File: config.mk
export PLATFORM = sky130hd
export DESIGN_NAME = mult_div_unit
export DESIGN_NICKNAME = d
export VERILOG_FILES = /design/src/rtl/mult_div_unit.sv
export SDC_FILE = /design/constraint.sdc
export NUM_CORES = 1
export LEC_CHECK = 0
export ABC_AREA = 1
export CELL_PAD_IN_SITES_DETAIL_PLACEMENT = 0
export CELL_PAD_IN_SITES_GLOBAL_PLACEMENT = 1
export CORE_ASPECT_RATIO = 1.1
export CORE_MARGIN = 3
export CORE_UTILIZATION = 44
export DETAILED_ROUTE_END_ITERATION = 16
export PLACE_DENSITY_LB_ADDON = 0.1
export SETUP_SLACK_MARGIN = 0.2
export SYNTH_ARGS = -nofsm -noshare
export SYNTH_HDL_FRONTEND = slang
export SYNTH_SLANG_ARGS = --single-unit
export TNS_END_PERCENT = 10
File: constraint.sdc
create_clock -name clk -period 7.9 [get_ports clk]
set_input_delay 1.58 -clock clk [delete_from_list [all_inputs] [get_ports clk]]
set_output_delay 1.58 -clock clk [all_outputs]
set_load 0.01 [all_outputs]
File: src/rtl/mult_div_unit.sv
// Iterative signed multiply/divide unit producing HI/LO for MULT and DIV.
// Radix-2 Booth multiply and restoring divide, one step per clock over WIDTH cycles.
module mult_div_unit #(
  parameter int WIDTH = 32
) (
  input  logic             clk,
  input  logic             reset_n,
  input  logic             mult_start,
  input  logic             div_start,
  input  logic [WIDTH-1:0] a,
  input  logic [WIDTH-1:0] b,
  output logic             busy,
  output logic             done,
  output logic             div_zero,
  output logic [WIDTH-1:0] hi,
  output logic [WIDTH-1:0] lo
);

  localparam int CNT_W = $clog2(WIDTH);
  localparam logic [CNT_W-1:0] LAST_STEP = CNT_W'(WIDTH - 1);

  typedef enum logic [1:0] {IDLE, MULT, DIV, FINISH} state_t;

  function automatic logic [WIDTH-1:0] magnitude(input logic [WIDTH-1:0] v);
    return v[WIDTH-1] ? ('0 - v) : v;
  endfunction

  function automatic logic [WIDTH-1:0] apply_sign(input logic [WIDTH-1:0] v, input logic neg);
    return neg ? ('0 - v) : v;
  endfunction

  state_t                  state_q;
  logic                    busy_q;
  logic                    done_q;
  logic                    div_zero_q;
  logic [WIDTH-1:0]        hi_q;
  logic [WIDTH-1:0]        lo_q;
  logic [CNT_W-1:0]        cnt_q;
  logic                    is_div_q;
  logic                    dz_q;

  // Booth state: acc carries a guard bit so subtracting -2^(WIDTH-1) cannot overflow
  logic signed [WIDTH:0]   acc_q;
  logic [WIDTH-1:0]        mq_q;
  logic                    qm1_q;
  logic [WIDTH-1:0]        mcand_q;

  logic [WIDTH-1:0]        rem_q;
  logic [WIDTH-1:0]        quo_q;
  logic [WIDTH-1:0]        dvs_q;
  logic                    neg_quo_q;
  logic                    neg_rem_q;

  logic signed [WIDTH:0]   mcand_ext;
  logic signed [WIDTH:0]   booth_sum;
  logic signed [WIDTH:0]   acc_d;
  logic [WIDTH-1:0]        mq_d;
  logic                    qm1_d;

  logic [WIDTH:0]          rem_shift;
  logic [WIDTH:0]          rem_diff;
  logic                    rem_ge;
  logic [WIDTH-1:0]        rem_d;
  logic [WIDTH-1:0]        quo_d;

  always_comb begin
    mcand_ext = {mcand_q[WIDTH-1], mcand_q};
    booth_sum = acc_q;
    case ({mq_q[0], qm1_q})
      2'b01:   booth_sum = acc_q + mcand_ext;
      2'b10:   booth_sum = acc_q - mcand_ext;
      default: booth_sum = acc_q;
    endcase
    acc_d = booth_sum >>> 1;
    mq_d  = {booth_sum[0], mq_q[WIDTH-1:1]};
    qm1_d = mq_q[0];
  end

  // Partial remainder stays below the divisor, so the WIDTH+1 bit difference never wraps
  always_comb begin
    rem_shift = {rem_q, quo_q[WIDTH-1]};
    rem_diff  = rem_shift - {1'b0, dvs_q};
    rem_ge    = ~rem_diff[WIDTH];
    rem_d     = rem_ge ? rem_diff[WIDTH-1:0] : rem_shift[WIDTH-1:0];
    quo_d     = {quo_q[WIDTH-2:0], rem_ge};
  end

  always_ff @(posedge clk) begin
    if (!reset_n) begin
      state_q    <= IDLE;
      busy_q     <= 1'b0;
      done_q     <= 1'b0;
      div_zero_q <= 1'b0;
      hi_q       <= '0;
      lo_q       <= '0;
      cnt_q      <= '0;
      is_div_q   <= 1'b0;
      dz_q       <= 1'b0;
    end else begin
      done_q     <= 1'b0;
      div_zero_q <= 1'b0;
      case (state_q)
        IDLE: begin
          if (mult_start) begin
            mcand_q  <= a;
            mq_q     <= b;
            acc_q    <= '0;
            qm1_q    <= 1'b0;
            cnt_q    <= '0;
            is_div_q <= 1'b0;
            dz_q     <= 1'b0;
            busy_q   <= 1'b1;
            state_q  <= MULT;
          end else if (div_start) begin
            is_div_q <= 1'b1;
            busy_q   <= 1'b1;
            if (b == '0) begin
              dz_q    <= 1'b1;
              state_q <= FINISH;
            end else begin
              dz_q      <= 1'b0;
              dvs_q     <= magnitude(b);
              quo_q     <= magnitude(a);
              rem_q     <= '0;
              neg_quo_q <= a[WIDTH-1] ^ b[WIDTH-1];
              neg_rem_q <= a[WIDTH-1];
              cnt_q     <= '0;
              state_q   <= DIV;
            end
          end
        end
        MULT: begin
          acc_q <= acc_d;
          mq_q  <= mq_d;
          qm1_q <= qm1_d;
          cnt_q <= cnt_q + CNT_W'(1);
          if (cnt_q == LAST_STEP) state_q <= FINISH;
        end
        DIV: begin
          rem_q <= rem_d;
          quo_q <= quo_d;
          cnt_q <= cnt_q + CNT_W'(1);
          if (cnt_q == LAST_STEP) state_q <= FINISH;
        end
        FINISH: begin
          busy_q     <= 1'b0;
          done_q     <= 1'b1;
          div_zero_q <= dz_q;
          // A zero divisor leaves the previous HI/LO visible to MFHI/MFLO
          if (!dz_q) begin
            if (is_div_q) begin
              hi_q <= apply_sign(rem_q, neg_rem_q);
              lo_q <= apply_sign(quo_q, neg_quo_q);
            end else begin
              hi_q <= acc_q[WIDTH-1:0];
              lo_q <= mq_q;
            end
          end
          state_q <= IDLE;
        end
        default: state_q <= IDLE;
      endcase
    end
  end

  assign busy     = busy_q;
  assign done     = done_q;
  assign div_zero = div_zero_q;
  assign hi       = hi_q;
  assign lo       = lo_q;

endmodule

Figure 1. Pin placement (run 1).
Pins as bars across the die edge, other pins in grey.
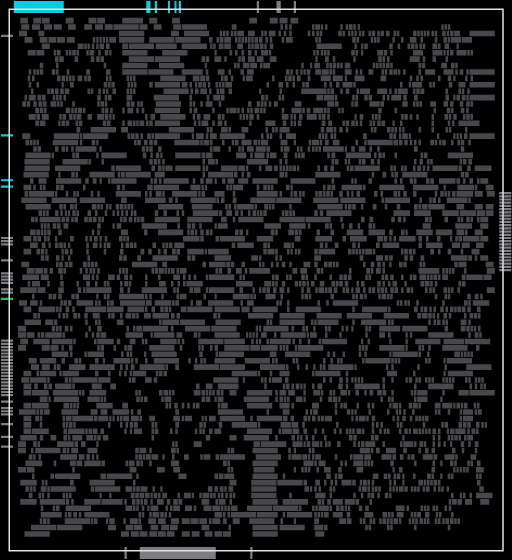
legend:
  busy:
    colour: green
    pins: 1
    direction: output
    edge: left
  a:
    colour: cyan
    pins: 32
    direction: input
    edge: 29 top, 3 left
die height: 229 um
PortBufs: 134

Figure 2. Placement by cell class (run 1).
Fill, decap, tap and diode cells in grey.
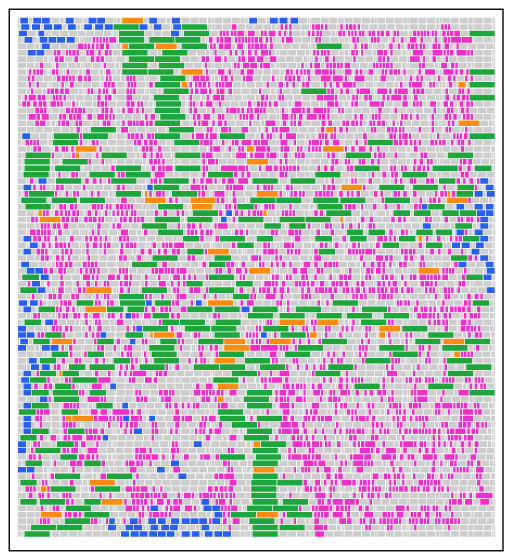
legend:
  other buffers and delay cells:
    colour: blue
    cells: 152
  all other logic:
    colour: magenta
    cells: 2529
  flip-flops:
    colour: green
    cells: 271
  clock drivers and dummy loads:
    colour: orange
    cells: 58
Core Util, Final: 0.512
core area: 44600 sq um

==> results.json, run 1 <==
{
  "outcome": "finished, final reports clean",
  "drtIter0Drc": 1468,
  "clk_pin_slew_ns": 0.06,
  "vias_per_cell": 5.35,
  "ir_drop_v": 0.000185,
  "endpoint_kind": "register",
  "clock_path_buffers": 3,
  "r2r_end": "acc_q[17]$_SDFFCE_PP0P_",
  "crit_slowest_cell": "clkdlybuf4s50_1",
  "fmax_mhz": 202,
  "path_common_cell": "nand3_1",
  "slowest_delay_ns": 1.05,
  "clock_net_power_uw": 1550,
  "buffer_area_frac": 0.0646,
  "buffers": 152,
  "slew_headroom": 0.224,
  "async_flop_share": 0,
  "synthTopCellsByArea": "edfxtp_1 (29%), nand2_1 (14%), dfxtp_1 (7.7%)",
  "fin_area_sq_um": 22800,
  "gp_congestion": 0.954,
  "drv_cap": 0,
  "antenna_found_initial": 0,
  "dpl_worst_slack_ns": 2.39,
  "comb_cells": 2154,
  "hold_ws_ns": 0.465,
  "top_area_cell": "edfxtp_1",
  "synth-edff-count": 195,
  "holdBufCountCts": 0,
  "cts_resized": 0,
  "clk_share": 0.0478,
  "overflow": 0,
  "p_comb_frac": 0.470,
  "nets": 3131,
  "syn-num-nets": 3032
}
Figure 3. Clock nets (run 1).
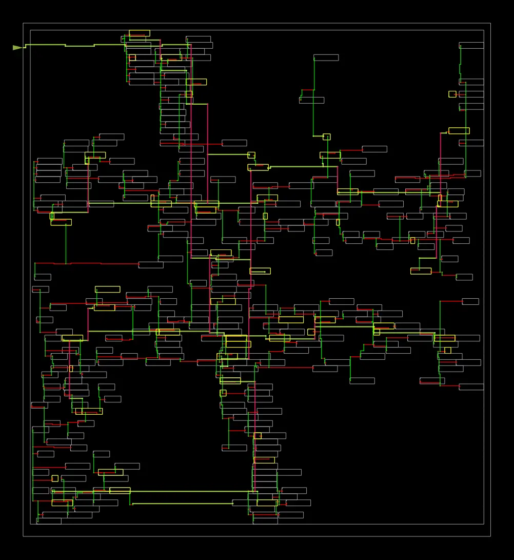
clk_lat worst skew: 0.58 ns
number of clock buffers in the layout: 32

[run 1: state kept, by name (all words and copies together), names as in the netlist, 2 cells and up]
register / flops
acc_q: 32
cnt_q: 5
dvs_q: 32
hi: 32
lo: 32
mcand_q: 32
mq_q: 32
quo_q: 32
rem_q: 32
state_q: 2
[run 1: cell families (layout without fill, tap and decap cells)]
kind of cell	count (synthesis)	after routing	share of synthesized area
AND-OR/OR-AND	495	495	0.133
flip-flops	271	271	0.371
adder cells (fa/ha/maj)	78	78	0.0499
buffers and inverters	461	585	0.0894
AND/OR/NAND/NOR	1470	1470	0.307
XOR/XNOR	111	111	0.0489
[run 1: critical path: cells and delay by family]
| kind | cells | cell delay (ns) |
|---|---|---|
| and+or+nand+nor | 4 | 0.54 |
| buffers and inverters | 3 | 2.08 |
| AOI/OAI and AO/OA | 1 | 0.92 |
Figure 4. Gate families picked out (run 1).
The bar under the picture is 50 um long.
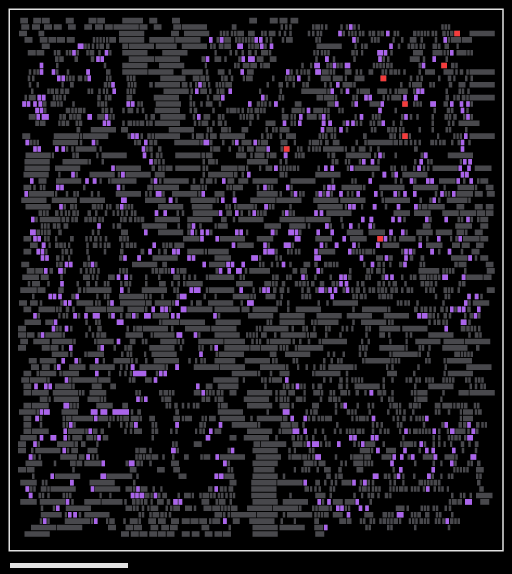

## Run 2: what changed since run 1
--- a/config.mk
+++ b/config.mk
@@ -10,7 +10,7 @@
 export CELL_PAD_IN_SITES_GLOBAL_PLACEMENT = 1
 export CORE_ASPECT_RATIO = 1.1
 export CORE_MARGIN = 3
-export CORE_UTILIZATION = 44
+export CORE_UTILIZATION = 40
 export DETAILED_ROUTE_END_ITERATION = 16
 export PLACE_DENSITY_LB_ADDON = 0.1
 export SETUP_SLACK_MARGIN = 0.2
==> constraint.sdc (replaced) <==
create_clock -name clk -period 4.35 [get_ports clk]
set_input_delay 0.87 -clock clk [delete_from_list [all_inputs] [get_ports clk]]
set_output_delay 0.87 -clock clk [all_outputs]
set_load 0.01 [all_outputs]
Figure 5. Gate families picked out (run 2).
The bar under the picture is 50 um long.
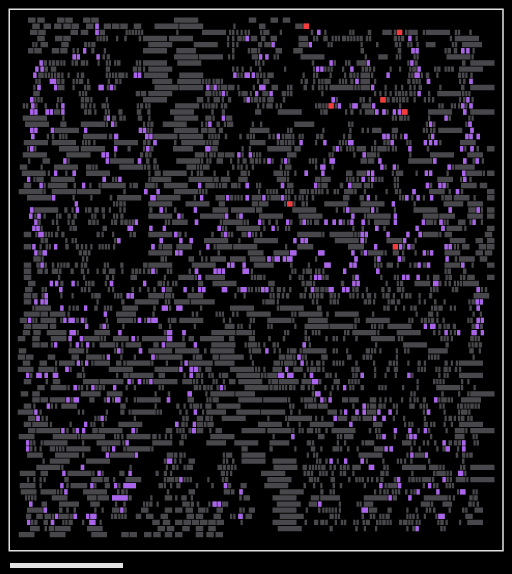
legend:
  AND-OR and OR-AND gates:
    colour: red
    cells: 7
    most_used: o21a_1
    where: upper right
  inverting AOI/OAI gates:
    colour: purple
    cells: 488
    most_used: a21oi_1
    where: spread over the die
Commonest Layout Cell: nand2_1
count of non-filler cells in the finished layout: 3675
multi-input combinational area share: 0.469

==> run 2 against run 1 <==
Compared with the run above: clock skew up 0.0064 ns; utilization is 4.4 points lower; die size rose by 9.7%; largest power group unchanged; highest routed layer unchanged.
==> results.json, run 2 <==
{
  "synth-edff-count": 195,
  "cp_num_cells": 19,
  "top_area_cell": "edfxtp_1",
  "path_delay_family": "simple AND/OR/NAND/NOR gates",
  "antenna_found_initial": 0,
  "clock_path_buffers": 3,
  "buffers": 165,
  "endpoint_kind": "register",
  "slowest_delay_ns": 0.40,
  "outcome": "finished, final reports clean",
  "synthTopCellsByArea": "edfxtp_1 (29%), nand2_1 (14%), dfxtp_1 (7.7%)",
  "path_common_cell": "inv_1",
  "fin_area_sq_um": 22900,
  "synth-xor-area-share": 0.0489,
  "vias_per_cell": 5.29,
  "ir_drop_v": 0.000331,
  "clk_pin_slew_ns": 0.06,
  "ys_seq_elements": 271,
  "crit_slowest_cell": "edfxtp_1",
  "slew_headroom": 0.322,
  "fp.dieH_um": 240,
  "clk_share": 0.0426,
  "adder_share": 0.0499,
  "cts_resized": 0,
  "fmax_mhz": 265,
  "gp_congestion": 0.955,
  "dpl_worst_slack_ns": 0.606,
  "critPathBufInv": 5,
  "clkbuf_count": 38,
  "io_buffers": 134,
  "synth.cellmix.simpleShare": 0.307,
  "ys_sh_mux": 0,
  "ys_sh_aoi": 0.133,
  "async_flop_share": 0,
  "buffer_area_frac": 0.0697,
  "comb_cells": 2154,
  "drv_cap": 0,
  "nets": 3144,
  "utilization": 0.468,
  "hold_ws_ns": 0.465,
  "coreArea_sq_um": 49000
}
Figure 6. Clock nets (run 2).
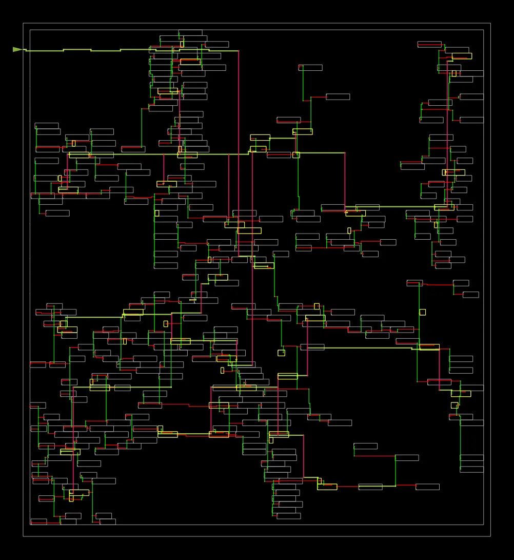
clock sinks: 271
clock-net power: 2560 uW
Fin Clk Skew: 0.0286 ns
flop count: 271
clk_lat worst skew: 0.60 ns

==> run 2: netlist changes by cell type in the layout (fill, tap and decap cells not counted), moves of 2 or more <==
cell | before | now
buf_4 | 18 | 29
clkinvlp_4 | 7 | 1
bufinv_16 | 6 | 1
clkbuf_1 | 1 | 6
inv_6 | 4 | 0
clkinv_2 | 4 | 7
clkinv_4 | 1 | 4
buf_12 | 0 | 2
inv_4 | 0 | 2
==> run 2: report_power, final <==
group          switching (uW)  leakage [uW]  internal, uW
Combinational            4300       0.00697          2030
Sequential                561       0.00244          3520
Clock                    1140      0.000482          1420
Figure 7. Pin placement (run 2).
Pins as bars across the die edge, other pins in grey.
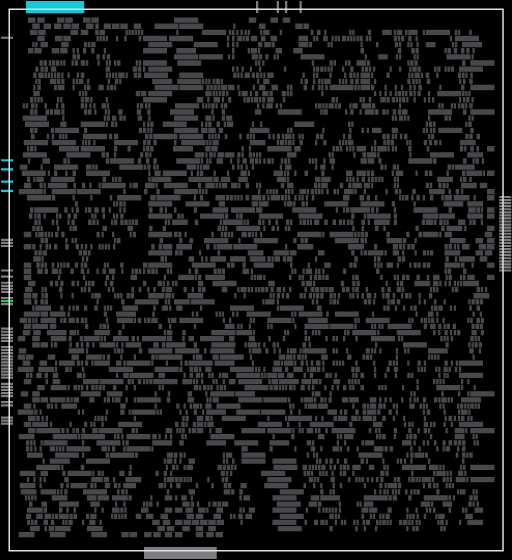

## Run 3: what changed since run 2
--- a/config.mk
+++ b/config.mk
@@ -7,10 +7,10 @@
 export LEC_CHECK = 0
 export ABC_AREA = 1
 export CELL_PAD_IN_SITES_DETAIL_PLACEMENT = 0
-export CELL_PAD_IN_SITES_GLOBAL_PLACEMENT = 1
+export CELL_PAD_IN_SITES_GLOBAL_PLACEMENT = 2
 export CORE_ASPECT_RATIO = 1.1
 export CORE_MARGIN = 3
-export CORE_UTILIZATION = 40
+export CORE_UTILIZATION = 31
 export DETAILED_ROUTE_END_ITERATION = 16
 export PLACE_DENSITY_LB_ADDON = 0.1
 export SETUP_SLACK_MARGIN = 0.2
Figure 8. Pin placement (run 3).
Pins as bars across the die edge, other pins in grey.
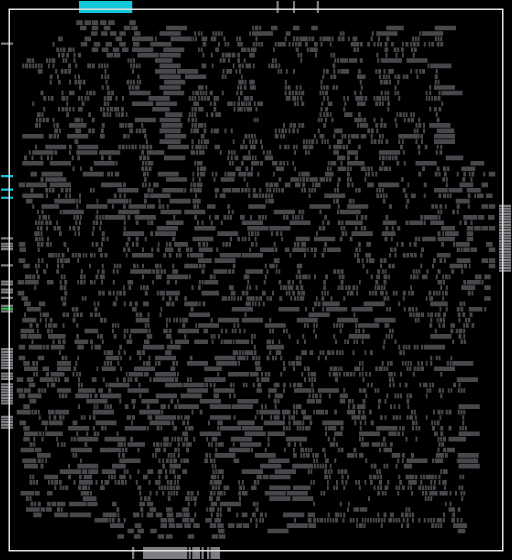
legend:
  busy:
    colour: green
    pins: 1
    direction: output
    edge: left
  a:
    colour: cyan
    pins: 32
    direction: input
    edge: 29 top, 3 left
die height: 272 um
Die Width: 247 um

Figure 9. Routed metal, one colour a layer (run 3).
Two of the layers only.
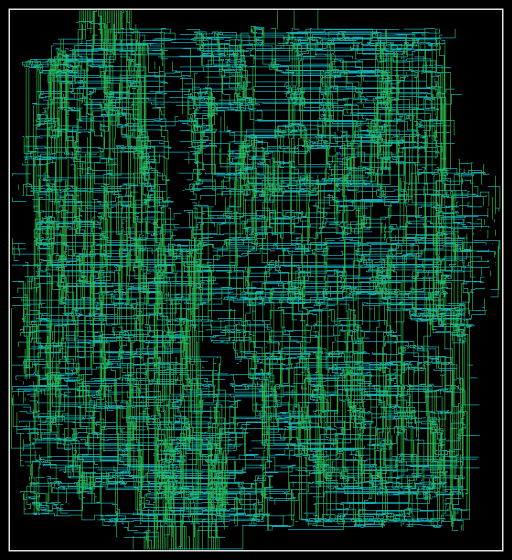
legend:
  met2:
    colour: green
    wire_length: 36.0 mm
  met1:
    colour: cyan
    wire_length: 34.6 mm
post-DR wirelength/cell: 19.7 um
total number of vias: 19085

==> run 3 against run 2 <==
Compared with the run above: clock skew fell by 0.0043 ns; sequential cell count is the same; clock power is 12% higher; clock-buffer cell count unchanged; largest power group unchanged; highest routed layer unchanged.
==> results.json, run 3 <==
{
  "path_common_cell": "inv_1",
  "p_int_uw": 7210,
  "coreArea_sq_um": 62900,
  "nets": 3142,
  "synthTopCellsByArea": "edfxtp_1 (29%), nand2_1 (14%), dfxtp_1 (7.7%)",
  "syn_inst": 2886,
  "min_path_cells": 2,
  "clk_pin_slew_ns": 0.06,
  "top_area_cell": "edfxtp_1",
  "dp_hpwl_mm": 61.2,
  "ir_drop_v": 0.000253,
  "slew_headroom": 0.420,
  "outcome": "finished, final reports clean",
  "fmax_mhz": 275,
  "cp_num_cells": 21,
  "powerComb_uw": 6370,
  "gp_congestion": 0.901,
  "antenna_found_initial": 1,
  "clock_net_power_uw": 2880,
  "switching_power_uw": 6120,
  "p_comb_frac": 0.477,
  "utilization": 0.370,
  "instances_no_fill": 3855,
  "final_common_cell": "nand2_1",
  "numClockSinks": 271,
  "crit_slowest_cell": "edfxtp_1",
  "dpl_worst_slack_ns": 0.418,
  "skew_ns": 0.0242,
  "path_delay_family": "simple AND/OR/NAND/NOR gates",
  "maxPowerGroup": "combinational logic",
  "slowest_delay_ns": 0.38,
  "io_buffers": 134,
  "drv_cap": 0,
  "pg_seq_uw": 4090,
  "drt_wl_total_mm": 75.8,
  "tightest_slew_ns": 0.869,
  "yosys-stat-area_sq_um": 19900,
  "vias_per_cell": 4.95,
  "hold_ws_ns": 0.465,
  "seqPwrFrac": 0.306,
  "p_clk_frac": 0.216,
  "synth-edff-count": 195,
  "ios": 135,
  "ys_seq_elements": 271,
  "clock_path_buffers": 3,
  "clk_latency_ns": 0.56,
  "critPathBufInv": 6,
  "power_uw": 13300
}
-- run 3: netlist changes by cell type in the layout (fill, tap and decap cells not counted), moves of 3 or more --
| cell | previous run | this run |
|---|---|---|
| clkinv_4 | 4 | 1 |
| buf_4 | 29 | 24 |
| bufinv_16 | 1 | 4 |
| clkinv_1 | 7 | 10 |
-- run 3: final cells by class --
cell class,count,area share
multi-input cells,2154,0.463
flip-flops and latches,271,0.317
clock buffers,38,0.0372
well taps,833,0.0448
inverters,375,0.0606
clock inverters,24,0.0102
repair buffers,160,0.0671
-- run 3: kinds of logic after synthesis --
group           Yosys count  synth area share
compound gates          495             0.133
xor+xnor                111            0.0489
fa+ha+maj                78            0.0499
buf+inv                 461            0.0894
flops                   271             0.371
simple gates           1470             0.307
Power is estimated from default activity; no workload was simulated.
